<file path="config.mk">
export PLATFORM = sky130hd
export DESIGN_NAME = uart_rx_deserializer
export DESIGN_NICKNAME = d
export VERILOG_FILES = /design/src/rtl/uart_pkg.sv /design/src/rtl/uart_baud_tick.sv /design/src/rtl/uart_rx_deserializer.sv
export SDC_FILE = /design/constraint.sdc
export NUM_CORES = 1
export LEC_CHECK = 0
export CAP_MARGIN = 0
export CORE_UTILIZATION = 45
export DETAILED_ROUTE_END_ITERATION = 6
export GPL_ROUTABILITY_DRIVEN = 0
export GPL_TIMING_DRIVEN = 0
export PLACE_DENSITY = 0.65
export SLEW_MARGIN = 20
export SYNTH_ARGS = -nofsm -noshare
export SYNTH_HDL_FRONTEND = slang
export SYNTH_SLANG_ARGS = --single-unit
export TNS_END_PERCENT = 20
</file>
<file path="constraint.sdc">
create_clock -name clk -period 3.69 [get_ports clk]
set_input_delay 0.9225 -clock clk [delete_from_list [all_inputs] [get_ports clk]]
set_output_delay 0.9225 -clock clk [all_outputs]
set_load 0.005 [all_outputs]
</file>
<file path="src/rtl/uart_pkg.sv">
// rtl/uart_pkg.sv - shared UART state encoding, divider helper and bit vote
package uart_pkg;

  typedef enum logic [1:0] {
    IDLE      = 2'd0,
    START_BIT = 2'd1,
    DATA_BITS = 2'd2,
    STOP_BIT  = 2'd3
  } uart_state_e;

  // Clocks per oversample tick, never below one so the tick counter stays legal.
  function automatic int calc_div(input int clk_freq, input int baud, input int oversample);
    int d;
    d = clk_freq / (baud * oversample);
    return (d < 1) ? 1 : d;
  endfunction

  function automatic logic maj3(input logic a, input logic b, input logic c);
    return (a & b) | (a & c) | (b & c);
  endfunction

endpackage

</file>
<file path="src/rtl/uart_baud_tick.sv">
// rtl/uart_baud_tick.sv - free-running divide-by-DIV counter with sync clear and tick pulse
module uart_baud_tick #(
  parameter int DIV = 1
) (
  input  logic clk,
  input  logic rst,
  input  logic i_clr,
  output logic o_tick
);

  localparam int            CW     = (DIV > 1) ? $clog2(DIV) : 1;
  localparam logic [CW-1:0] C_LAST = CW'(DIV - 1);

  logic [CW-1:0] r_cnt;

  always_ff @(posedge clk or negedge rst) begin
    if (!rst) begin
      r_cnt <= '0;
    end else if (i_clr || (r_cnt == C_LAST)) begin
      r_cnt <= '0;
    end else begin
      r_cnt <= r_cnt + 1'b1;
    end
  end

  assign o_tick = (r_cnt == C_LAST);

endmodule

</file>
<file path="src/rtl/uart_rx_deserializer.sv">
// rtl/uart_rx_deserializer.sv - oversampling UART receiver with valid/ack byte output
module uart_rx_deserializer
  import uart_pkg::*;
#(
  parameter int CLK_FREQ   = 50_000_000,
  parameter int BAUD       = 115_200,
  parameter int OVERSAMPLE = 16,
  parameter int N_DATA     = 8
) (
  input  logic       clk,
  input  logic       rst,
  input  logic       rx_i,
  input  logic       rx_ack_i,
  input  logic       clr_err_i,
  output logic [7:0] rx_data_o,
  output logic       rx_valid_o,
  output logic       frame_err_o,
  output logic       overrun_o,
  output logic [1:0] rx_state_o
);

  localparam int DIV = calc_div(CLK_FREQ, BAUD, OVERSAMPLE);
  localparam int M   = OVERSAMPLE / 2;
  localparam int S_W = $clog2(OVERSAMPLE);
  localparam int B_W = $clog2(N_DATA);

  localparam logic [S_W-1:0] S_PRE  = S_W'(M - 1);
  localparam logic [S_W-1:0] S_MID  = S_W'(M);
  localparam logic [S_W-1:0] S_DEC  = S_W'(M + 1);
  localparam logic [S_W-1:0] S_LAST = S_W'(OVERSAMPLE - 1);
  localparam logic [B_W-1:0] B_LAST = B_W'(N_DATA - 1);

  uart_state_e       r_state;
  logic              r_rx_meta;
  logic              r_rx_s;
  logic              r_armed;
  logic [S_W-1:0]    r_s;
  logic [B_W-1:0]    r_bit_idx;
  logic              r_smp0;
  logic              r_smp1;
  logic [N_DATA-1:0] r_shreg;
  logic [7:0]        r_data;
  logic              r_valid;
  logic              r_frame_err;
  logic              r_overrun;

  logic w_start;
  logic w_tick;
  logic w_decide;
  logic w_vote;

  assign w_start  = (r_state == IDLE) && r_armed && !r_rx_s;
  assign w_decide = w_tick && (r_s == S_DEC);
  assign w_vote   = maj3(r_smp0, r_smp1, r_rx_s);

  // Tick phase restarts on the detected start edge so samples land mid-bit.
  uart_baud_tick #(.DIV(DIV)) u_baud_tick (
    .clk   (clk),
    .rst   (rst),
    .i_clr (w_start),
    .o_tick(w_tick)
  );

  always_ff @(posedge clk or negedge rst) begin
    if (!rst) begin
      r_state     <= IDLE;
      r_rx_meta   <= 1'b1;
      r_rx_s      <= 1'b1;
      r_armed     <= 1'b0;
      r_s         <= '0;
      r_bit_idx   <= '0;
      r_smp0      <= 1'b1;
      r_smp1      <= 1'b1;
      r_shreg     <= '0;
      r_data      <= '0;
      r_valid     <= 1'b0;
      r_frame_err <= 1'b0;
      r_overrun   <= 1'b0;
    end else begin
      r_rx_meta <= rx_i;
      r_rx_s    <= r_rx_meta;

      // Later assignments below override these clears, so a set in the same cycle wins.
      if (clr_err_i) begin
        r_frame_err <= 1'b0;
        r_overrun   <= 1'b0;
      end
      if (r_valid && rx_ack_i) begin
        r_valid <= 1'b0;
      end

      case (r_state)
        IDLE: begin
          if (r_rx_s) begin
            r_armed <= 1'b1;
          end
          if (w_start) begin
            r_state <= START_BIT;
            r_s     <= '0;
            r_armed <= 1'b0;
          end
        end
        START_BIT, DATA_BITS, STOP_BIT: begin
          if (w_tick) begin
            r_s <= (r_s == S_LAST) ? '0 : r_s + 1'b1;
            if (r_s == S_PRE) r_smp0 <= r_rx_s;
            if (r_s == S_MID) r_smp1 <= r_rx_s;
          end
          if (w_decide) begin
            case (r_state)
              START_BIT: begin
                if (!w_vote) begin
                  r_state   <= DATA_BITS;
                  r_bit_idx <= '0;
                end else begin
                  r_state <= IDLE;
                end
              end
              DATA_BITS: begin
                r_shreg <= {w_vote, r_shreg[N_DATA-1:1]};
                if (r_bit_idx == B_LAST) begin
                  r_state <= STOP_BIT;
                end else begin
                  r_bit_idx <= r_bit_idx + 1'b1;
                end
              end
              default: begin
                if (w_vote) begin
                  r_data  <= r_shreg;
                  r_valid <= 1'b1;
                  if (r_valid && !rx_ack_i) begin
                    r_overrun <= 1'b1;
                  end
                end else begin
                  r_frame_err <= 1'b1;
                end
                r_state <= IDLE;
              end
            endcase
          end
        end
        default: r_state <= IDLE;
      endcase
    end
  end

  assign rx_data_o   = r_data;
  assign rx_valid_o  = r_valid;
  assign frame_err_o = r_frame_err;
  assign overrun_o   = r_overrun;
  assign rx_state_o  = r_state;

endmodule

</file>
==> datasheet_impl.txt, run 1 <==
Physical implementation characteristics

Parameter                              Value

Clocking
  Count of hold-fix buffers inserted at cts .................. 0
  Worst-case clock buffer depth .................. 2
  Clock slew at the register clock pins of the worst setup and hold paths .................. roughly 0.07 ns
  Post-CTS setup buffer count .................. 0
  Count of clock tree sinks .................. 38
  Number of gates resized after cts .................. 0
  Clk Latency, worst-skew pair .................. 0.29 ns
  Cts bufs inserted .................. 5
  CTS tree .................. yes
  H-Tree Depth .................. 2
  Clock root buffer .................. sky130_fd_sc_hd__clkbuf_8

Worst hold path
  Worst Hold Launch .................. r_rx_meta
  Worst min-delay path category .................. flop to flop
  Cells on Worst Hold Path .................. 0

Pwr
  Worst vdd rail ir drop .................. about 0.36 mV
  Power density relative to cell area .................. slightly above 500 mW/mm²
  Leakage .................. about 1.1 nW

Floorplanning
  Die width .................. 65.9 µm
  Core region area .................. between 0.003 and 0.004 mm²
  Number of top-level design ports .................. 18
  Chip footprint .................. ~0.0043 mm²
  Initial core utilization .................. 0.484
  Vertical die dimension .................. 65.9 µm
  Number of cell rows .................. 22

Cells and area
  Relative area change from synthesis to final layout .................. 19.5%
  Total Nets Final .................. 187
  Fraction of layout cells with a size suffix above 1 .................. 0.246
  Antenna diode count .................. 0
  Commonest cells after routing, fill and taps aside .................. 34 x sky130_fd_sc_hd__dfrtp_1, 16 x sky130_fd_sc_hd__clkdlybuf4s50_1, 12 x sky130_fd_sc_hd__mux2_2, 12 x sky130_fd_sc_hd__ha_1, 11 x sky130_fd_sc_hd__inv_1
  Leading cell type in the layout, fill and taps excluded .................. sky130_fd_sc_hd__dfrtp_1
  Finished Core Util .................. 0.579

Critical path
  Worst setup path category .................. flop to primary output
  Kind of end point of the critical path .................. primary output
  Worst reg2reg path startpoint .................. u_baud_tick.r_cnt[0]
  CP arrival .................. between 1 and 1.5 ns
  Chain of cells forming the critical path .................. clkdlybuf4s50_1
  Timing endpoint of the critical path .................. rx_state_o[1]
  CP Buf/Inv Count .................. 1
  CP startpoint .................. rx_state_o[1]
  Critical Path Source Type .................. flop
  FF-to-FF setup slack .................. 1.75 ns
  FF-to-FF path depth .................. 7
  Delay of the slowest cell on the worst path .................. around 0.52 ns
  Slowest CP cell .................. sky130_fd_sc_hd__clkdlybuf4s50_1
  Top fanout value on the critical path .................. 4
  Endpoint of the lowest-slack register-to-register path .................. r_shreg[1]
  Kind of cell with the highest combined delay on the critical path .................. buffers and inverters
  Stages on worst setup path .................. 1
  Required time at the endpoint of the critical path .................. between 2 and 3 ns

Synthesis
  Cell variety after synth .................. 36
  Synthesized-area fraction occupied by xor and xnor cells .................. 0.0143
  Share of synthesized area spent on multiplexers .................. 0.161
  Area leader, netlist .................. sky130_fd_sc_hd__dfrtp_1
  Post-synthesis cell type with the largest instance count .................. sky130_fd_sc_hd__dfrtp_1
  Average cell area after synthesis .................. around 13 µm²
  Number of nets at floorplan .................. 162
  Cell count after synthesis .................. 145
  Synth Warn # .................. 0
  Share of async-settable or async-resettable flops after synthesis .................. 1.00
  Area share of the largest cell type after synthesis .................. 0.463
  Area figure in the yosys stat output .................. around 0.0018 mm²
  Seq share, synth .................. 0.520
  Top area cell types .................. sky130_fd_sc_hd__dfrtp_1 46%, sky130_fd_sc_hd__ha_1 8.2%, sky130_fd_sc_hd__mux2_2 7.3%
  Fraction of the mapped netlist area in adder cells .................. 0.0871
  Cell count in the Yosys report .................. between 100 and 150
  Post-synth EDFFs .................. 0
  Most frequent cells after synthesis .................. 34 x sky130_fd_sc_hd__dfrtp_1, 12 x sky130_fd_sc_hd__ha_1, 12 x sky130_fd_sc_hd__mux2_2
  Post-synthesis instance area .................. roughly 0.0018 mm²
  AND-OR/OR-AND share of the synthesized area .................. 0.0558
  Yosys reg bits .................. 38
  Area share of and/or/nand/nor cells after synthesis .................. 0.125
  Top comb family, area .................. multiplexers
  Most instantiated flip-flop cell in the synthesis netlist .................. sky130_fd_sc_hd__dfrtp_1

Global routing
  Wire length of the first global-routing pass .................. around 5.6 mm
  Initial antenna violation count .................. 0
  Grt met3 use .................. 0.0759
  Pin count of the biggest net entering global routing .................. 27
  Met2 Track Usage GR .................. 0.291
  Total congestion overflow after global routing .................. 0
  Layer with the highest usage .................. met2
  Vias in the first global route .................. 1188

STA
  Slew Limit Headroom .................. 0.591
  Period Utilization, post-route .................. 0.580
  Summed negative setup slack over all endpoints .................. 0 ns
  Fin Clk Skew .................. between 0.005 and 0.006 ns
  RSZ-0062 raised after global routing .................. false
  Final count of hold timing violations .................. 0
  Shortest clock period the worst path allows after layout .................. about 2.1 ns
  Least-Margin Pin Slew .................. 0.606 ns
  Setup-violating endpoint count in the final report .................. 0
  Highest clock rate .................. roughly 0.47 GHz
  Count of final max-slew check failures .................. 0
  PnR worst setup slack .................. between 1.5 and 2 ns

Job
  Number of warnings in the stage logs .................. 33
  Max_cap viols .................. 0

Place
  Post-detailed-placement half-perimeter wirelength .................. 2.31 mm
  Number of buffers inserted by port buffering .................. 17
  Worst slack at placement .................. 1.77 ns

Route
  Vias per inst .................. just over 5
  Number of DRC violations after detailed routing .................. 0
  Drt initial violations .................. 74
  Count of antenna-violating nets left after detailed routing .................. 0
  Router iterations before antenna repair .................. 4

Outcome
  Outcome .................. completed
-- run 1: registers in the layout (all words and copies together) (netlist names), 2 cells and up --
register,count
r_bit_idx,3
u_baud_tick.r_cnt,5
r_s,4
r_shreg,8
rx_data_o,8
rx_state_o,2
-- run 1: kinds of logic after synthesis --
family	after synthesis
adders and majority gates	13
buffers and inverters	14
DFF	38
xor gates and xnor gates	3
and+or+nand+nor	36
muxes	24
AOI/OAI and AO/OA	17
-- run 1: how the worst min path moves through the flow --
stage | end | slack (ns)
final | r_rx_s | 0.36
after global routing | r_rx_s | 0.36
after CTS | r_rx_s | 0.36
after detailed placement | r_rx_s | 0.35
after global placement | r_rx_s | 0.35
after floorplan | r_rx_s | 0.35
-- run 1: final cells by class --
type	instances	area, µm²
tap	48	60.1
sequential	38	956
clock inverter	3	45.0
inverter	11	41.3
fill	320	1600
multi-input combinational	93	815
buffer	3	27.5
clock buffer	5	68.8
timing repair buffer	18	185
-- run 1: routing by layer --
layer,vias up,wire length (µm)
li1,550,-
met1,548,1480
met2,22,1450
met3,7,130
met4,0,72
met5,-,0
-- run 1: power breakdown --
group / switching [mW] / total, mW / internal [mW]
clock network: 0.152 / 0.353 / 0.201
logic: 0.152 / 0.275 / 0.123
registers: 0.0434 / 0.502 / 0.459
total: 0.347 / 1.13 / 0.783
-- run 1: per-stage QoR --
step / std cells / total power, mW / cell area, µm² / hold WS [ns]
4_1_cts: 219 / 1.14 / 2200 / 0.358
3_5_place_dp: 211 / 0.780 / 2080 / 0.348
3_3_place_gp: 210 / 0.758 / 2070 / 0.346
2_1_floorplan: 145 / 0.696 / 1840 / 0.345
6_report: 219 / 1.13 / 2200 / 0.358
5_1_grt: 219 / 1.21 / 2200 / 0.364
**Run 1: signal wires by layer**

Drawn at 8 px/µm. Only two layers are drawn.
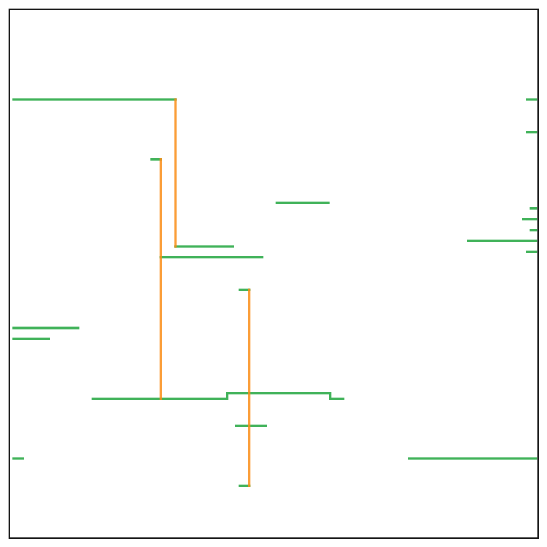
Key: green = metal 3 [wire length 131 µm]; orange = metal 4 [wire length 72.8 µm]
wire length per cell: 14.3 µm
DRT Wirelength: 3.13 mm
via count: 1127
aggregate global-route resource usage: 0.176

**Run 1: register map, names as in the netlist**

Drawn at 8 px/µm. Other sequential cells in the stronger gray, the rest of the logic in the fainter gray.
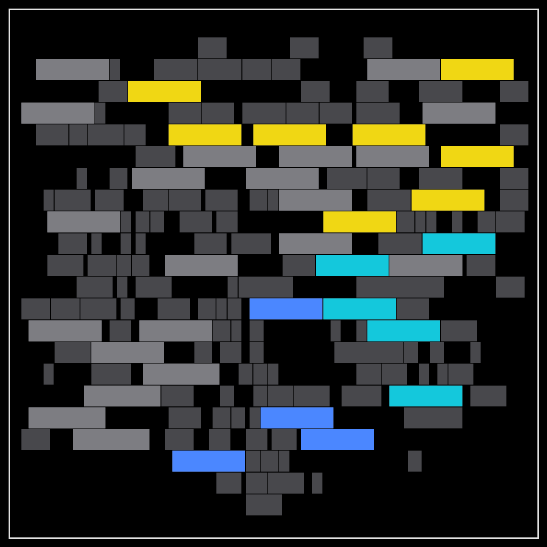
Key: cyan = u_baud_tick.r_cnt [sequential cells 5, where east]; blue = r_s [sequential cells 4, where south]; yellow = rx_data_o [sequential cells 8]
Another 21 sequential cells are not colored.
sequential power: 0.502 mW
share of cell area taken by flip-flops and latches: 0.435

**Run 1: metal 1**

Drawn at 8 px/µm. Supply wires on this layer in gray. Cells faint in the background.
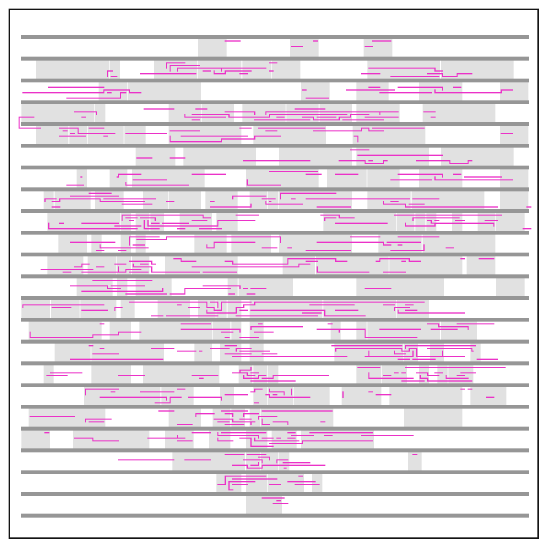
The wires run mostly horizontal. 162 nets have wire on it. The layer holds 47% of the routed length. The longest straight run is 21.2 µm. The layer carries 1480 µm of wire.
met1 Resource Use GR: 0.204

==> run 2, diff against run 1 <==
PLACE_DENSITY = 0.68   (was 0.65)
clock period = 1.9 ns   (was 3.69 ns; I/O delays follow)
**Run 2: routing congestion map**

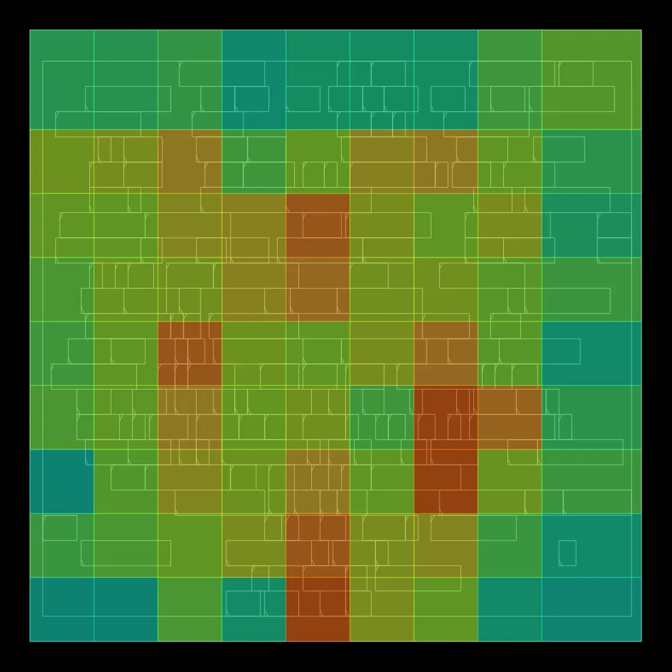
aggregate global-route resource usage: 0.162
met1 Resource Use GR: 0.208
met2 Track Usage GR: 0.268

**Run 2: register map, names as in the netlist**

Drawn at 8 px/µm. Other sequential cells in the stronger gray, the rest of the logic in the fainter gray.
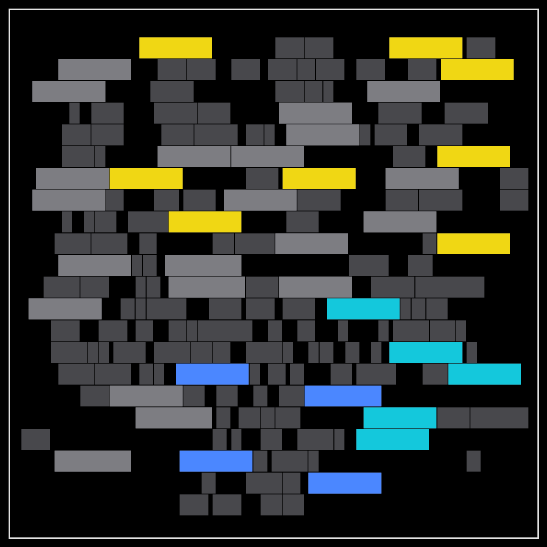
Key: cyan = u_baud_tick.r_cnt [sequential cells 5]; yellow = rx_data_o [sequential cells 8]; blue = r_s [sequential cells 4, where south]
Another 21 sequential cells are not colored.
sequential power: 0.968 mW
share of cell area taken by flip-flops and latches: 0.431
Finished Core Util: 0.585
Reg area: 957 µm²

==> datasheet_impl.txt, run 2 <==
Physical implementation characteristics

Parameter                              Value

Critical path
  Slowest CP cell .................. sky130_fd_sc_hd__dfrtp_1
  CP arrival .................. 1.96 ns (+0.74 ns)
  Required time at the endpoint of the critical path .................. 2.06 ns (-0.71 ns)
  Worst setup path category .................. flop to flop
  Chain of cells forming the critical path .................. inv_1, ha_1, and3b_2, nor3b_4, and2_4, mux2_2
  CP Buf/Inv Count .................. 1 (unchanged)
  Top fanout value on the critical path .................. 8 (+4)
  Critical Path Source Type .................. flop

Clocking
  Clk Latency, worst-skew pair .................. 0.28 ns (about the same)
  Count of clock tree sinks .................. 38 (unchanged)
  CTS tree .................. yes
  Cts bufs inserted .................. 5 (unchanged)
  Clock slew at the register clock pins of the worst setup and hold paths .................. 0.07 ns (about the same)
  Count of hold-fix buffers inserted at cts .................. 0 (unchanged)
  H-Tree Depth .................. 2 (unchanged)
  Number of gates resized after cts .................. 1 (+1)
  Worst-case clock buffer depth .................. 2 (unchanged)

STA
  Fin Clk Skew .................. 0.00543 ns (-0.000480 ns)
  Setup-violating endpoint count in the final report .................. 0 (unchanged)
  Slew Limit Headroom .................. 0.659 (+0.0679)
  Least-Margin Pin Slew .................. 0.506 ns (-0.101 ns)
  Highest clock rate .................. 0.556 GHz
  Final count of hold timing violations .................. 0 (unchanged)
  PnR worst setup slack .................. 0.100 ns (-1.45 ns)

Worst hold path
  Worst min-delay path category .................. primary input to asynchronous set/reset pin

Route
  Number of DRC violations after detailed routing .................. 0 (unchanged)
  DRT Wirelength .................. 3.16 mm (+0.89%)
  Routed length on met1 .................. 1.46 mm (-1.7%)
  Drt initial violations .................. 40 (-46%)
  Router iterations before antenna repair .................. 4 (unchanged)
  Routed length on met2 .................. 1.63 mm (+13%)
  Via count .................. 1141 (+1.2%)
  Wire length per cell .................. 14.1 µm (-1.4%)
  Highest metal layer with signal wires .................. met4

Pwr
  Share of total power in the clock network .................. 0.241 (-0.071)
  Power density relative to cell area .................. 932 mW/mm² (+81%)
  Leakage .................. 1.10 nW (+1.9%)
  Switching part of the total power .................. 0.308 (+0.000734)
  Share of total power in combinational logic .................. 0.292 (+0.048)
  Portion of total power attributed to sequential cells .................. 0.468 (+0.024)
  Cell internal power dissipation .................. 1.43 mW (+83%)
  Switch Pwr .................. 0.638 mW (+84%)

Global routing
  Initial antenna violation count .................. 0 (unchanged)
  Wire length of the first global-routing pass .................. 5.20 mm (-6.7%)
  Layer with the highest usage .................. met2
  Vias in the first global route .................. 1121 (-5.6%)
  Total congestion overflow after global routing .................. 0 (unchanged)

Synthesis
  AND-OR/OR-AND share of the synthesized area .................. 0.0558 (unchanged)
  Number of nets at floorplan .................. 162 (unchanged)
  Average cell area after synthesis .................. 12.7 µm² (unchanged)
  Cell variety after synth .................. 36 (unchanged)
  Most frequent cells after synthesis .................. 34 x sky130_fd_sc_hd__dfrtp_1, 12 x sky130_fd_sc_hd__ha_1, 12 x sky130_fd_sc_hd__mux2_2
  Area share of the largest cell type after synthesis .................. 0.463 (unchanged)
  Top comb family, area .................. multiplexers
  Share of synthesized area spent on multiplexers .................. 0.161 (unchanged)
  Share of async-settable or async-resettable flops after synthesis .................. 1.00 (unchanged)
  Seq share, synth .................. 0.520 (unchanged)
  Cell count in the Yosys report .................. 145 (unchanged)
  Fraction of the mapped netlist area in adder cells .................. 0.0871 (unchanged)
  Area figure in the yosys stat output .................. 0.00184 mm² (unchanged)

Cells and area
  Non-filler instance count after layout .................. 224 (+2.3%)
  Fill count .................. 313 (-2.2%)
  Commonest cells after routing, fill and taps aside .................. 33 x sky130_fd_sc_hd__dfrtp_1, 16 x sky130_fd_sc_hd__clkdlybuf4s50_1, 12 x sky130_fd_sc_hd__mux2_2
  Relative area change from synthesis to final layout .................. 20.7%
  Fraction of layout cells with a size suffix above 1 .................. 0.301 (+0.0555)
  Total Nets Final .................. 193 (+3.2%)

Floorplanning
  Die width .................. 65.9 µm (unchanged)
  Chip footprint .................. 0.00435 mm² (unchanged)
  Vertical die dimension .................. 65.9 µm (unchanged)
  Number of top-level design ports .................. 18 (unchanged)

Outcome
  Outcome .................. completed

Place
  Post-detailed-placement half-perimeter wirelength .................. 2.34 mm (+1.2%)
  Worst slack at placement .................. -0.0364 ns (-1.81 ns)
  Post-place instance area .................. 0.00208 mm² (unchanged)
  Number of instances in the placed design .................. 211 (unchanged)
## run 2: cell counts after synthesis
Identical to the previous run, type by type.
## run 2: path summary, 6_finish.rpt
kind | from | end | slack, ns | cells after the start
max in group asynchronous | rst | r_smp1 | 1.30 | 2
setup / recovery | r_s[1] | r_shreg[6] | 0.10 | 6
setup reg to reg | r_s[1] | r_shreg[6] | 0.10 | 6
min in group clk | r_rx_meta | r_rx_s | 0.36 | 0
hold reg to reg | r_rx_meta | r_rx_s | 0.36 | 0
hold / removal | rst | r_s[1] | 0.09 | 1
## run 2: final cells by class
cell class,instances,area (µm²),area share
flip-flops and latches,38,957,0.431
multi-input cells,93,823,0.371
repair buffers,25,238,0.107
clock buffers,5,68.8,0.0310
well taps,48,60.1,0.0270
inverters,11,41.3,0.0186
plain buffers,2,22.5,0.0101
clock inverters,2,10.0,0.00451
## run 2: through the flow
stage	TNS (ns)	power (mW)
2_1_floorplan	0	1.35
3_3_place_gp	-16.61	1.47
3_5_place_dp	-0.227	1.52
4_1_cts	0	2.06
5_1_grt	-0.00241	2.22
6_report	0	2.07
## run 2: power by group through the flow
stage	Clock [mW]	Combinational [mW]	Sequential [mW]
6_report	0.498	0.604	0.968
5_1_grt	0.566	0.670	0.981
4_1_cts	0.529	0.557	0.970
3_5_place_dp	0	0.527	0.991
3_3_place_gp	0	0.491	0.981
2_1_floorplan	0	0.379	0.972
## run 2: cells by family (layout without fill, tap and decap cells)
| logic type | after synthesis | count (layout) |
|---|---|---|
| AND-OR/OR-AND | 17 | 17 |
| flip-flops | 38 | 38 |
| XOR/XNOR | 3 | 3 |
| multiplexers | 24 | 24 |
| buffers and inverters | 14 | 45 |
| AND/OR/NAND/NOR | 36 | 36 |
| adder cells (fa/ha/maj) | 13 | 13 |
Power figures rest on the tool's default switching activity, not on a simulated workload.
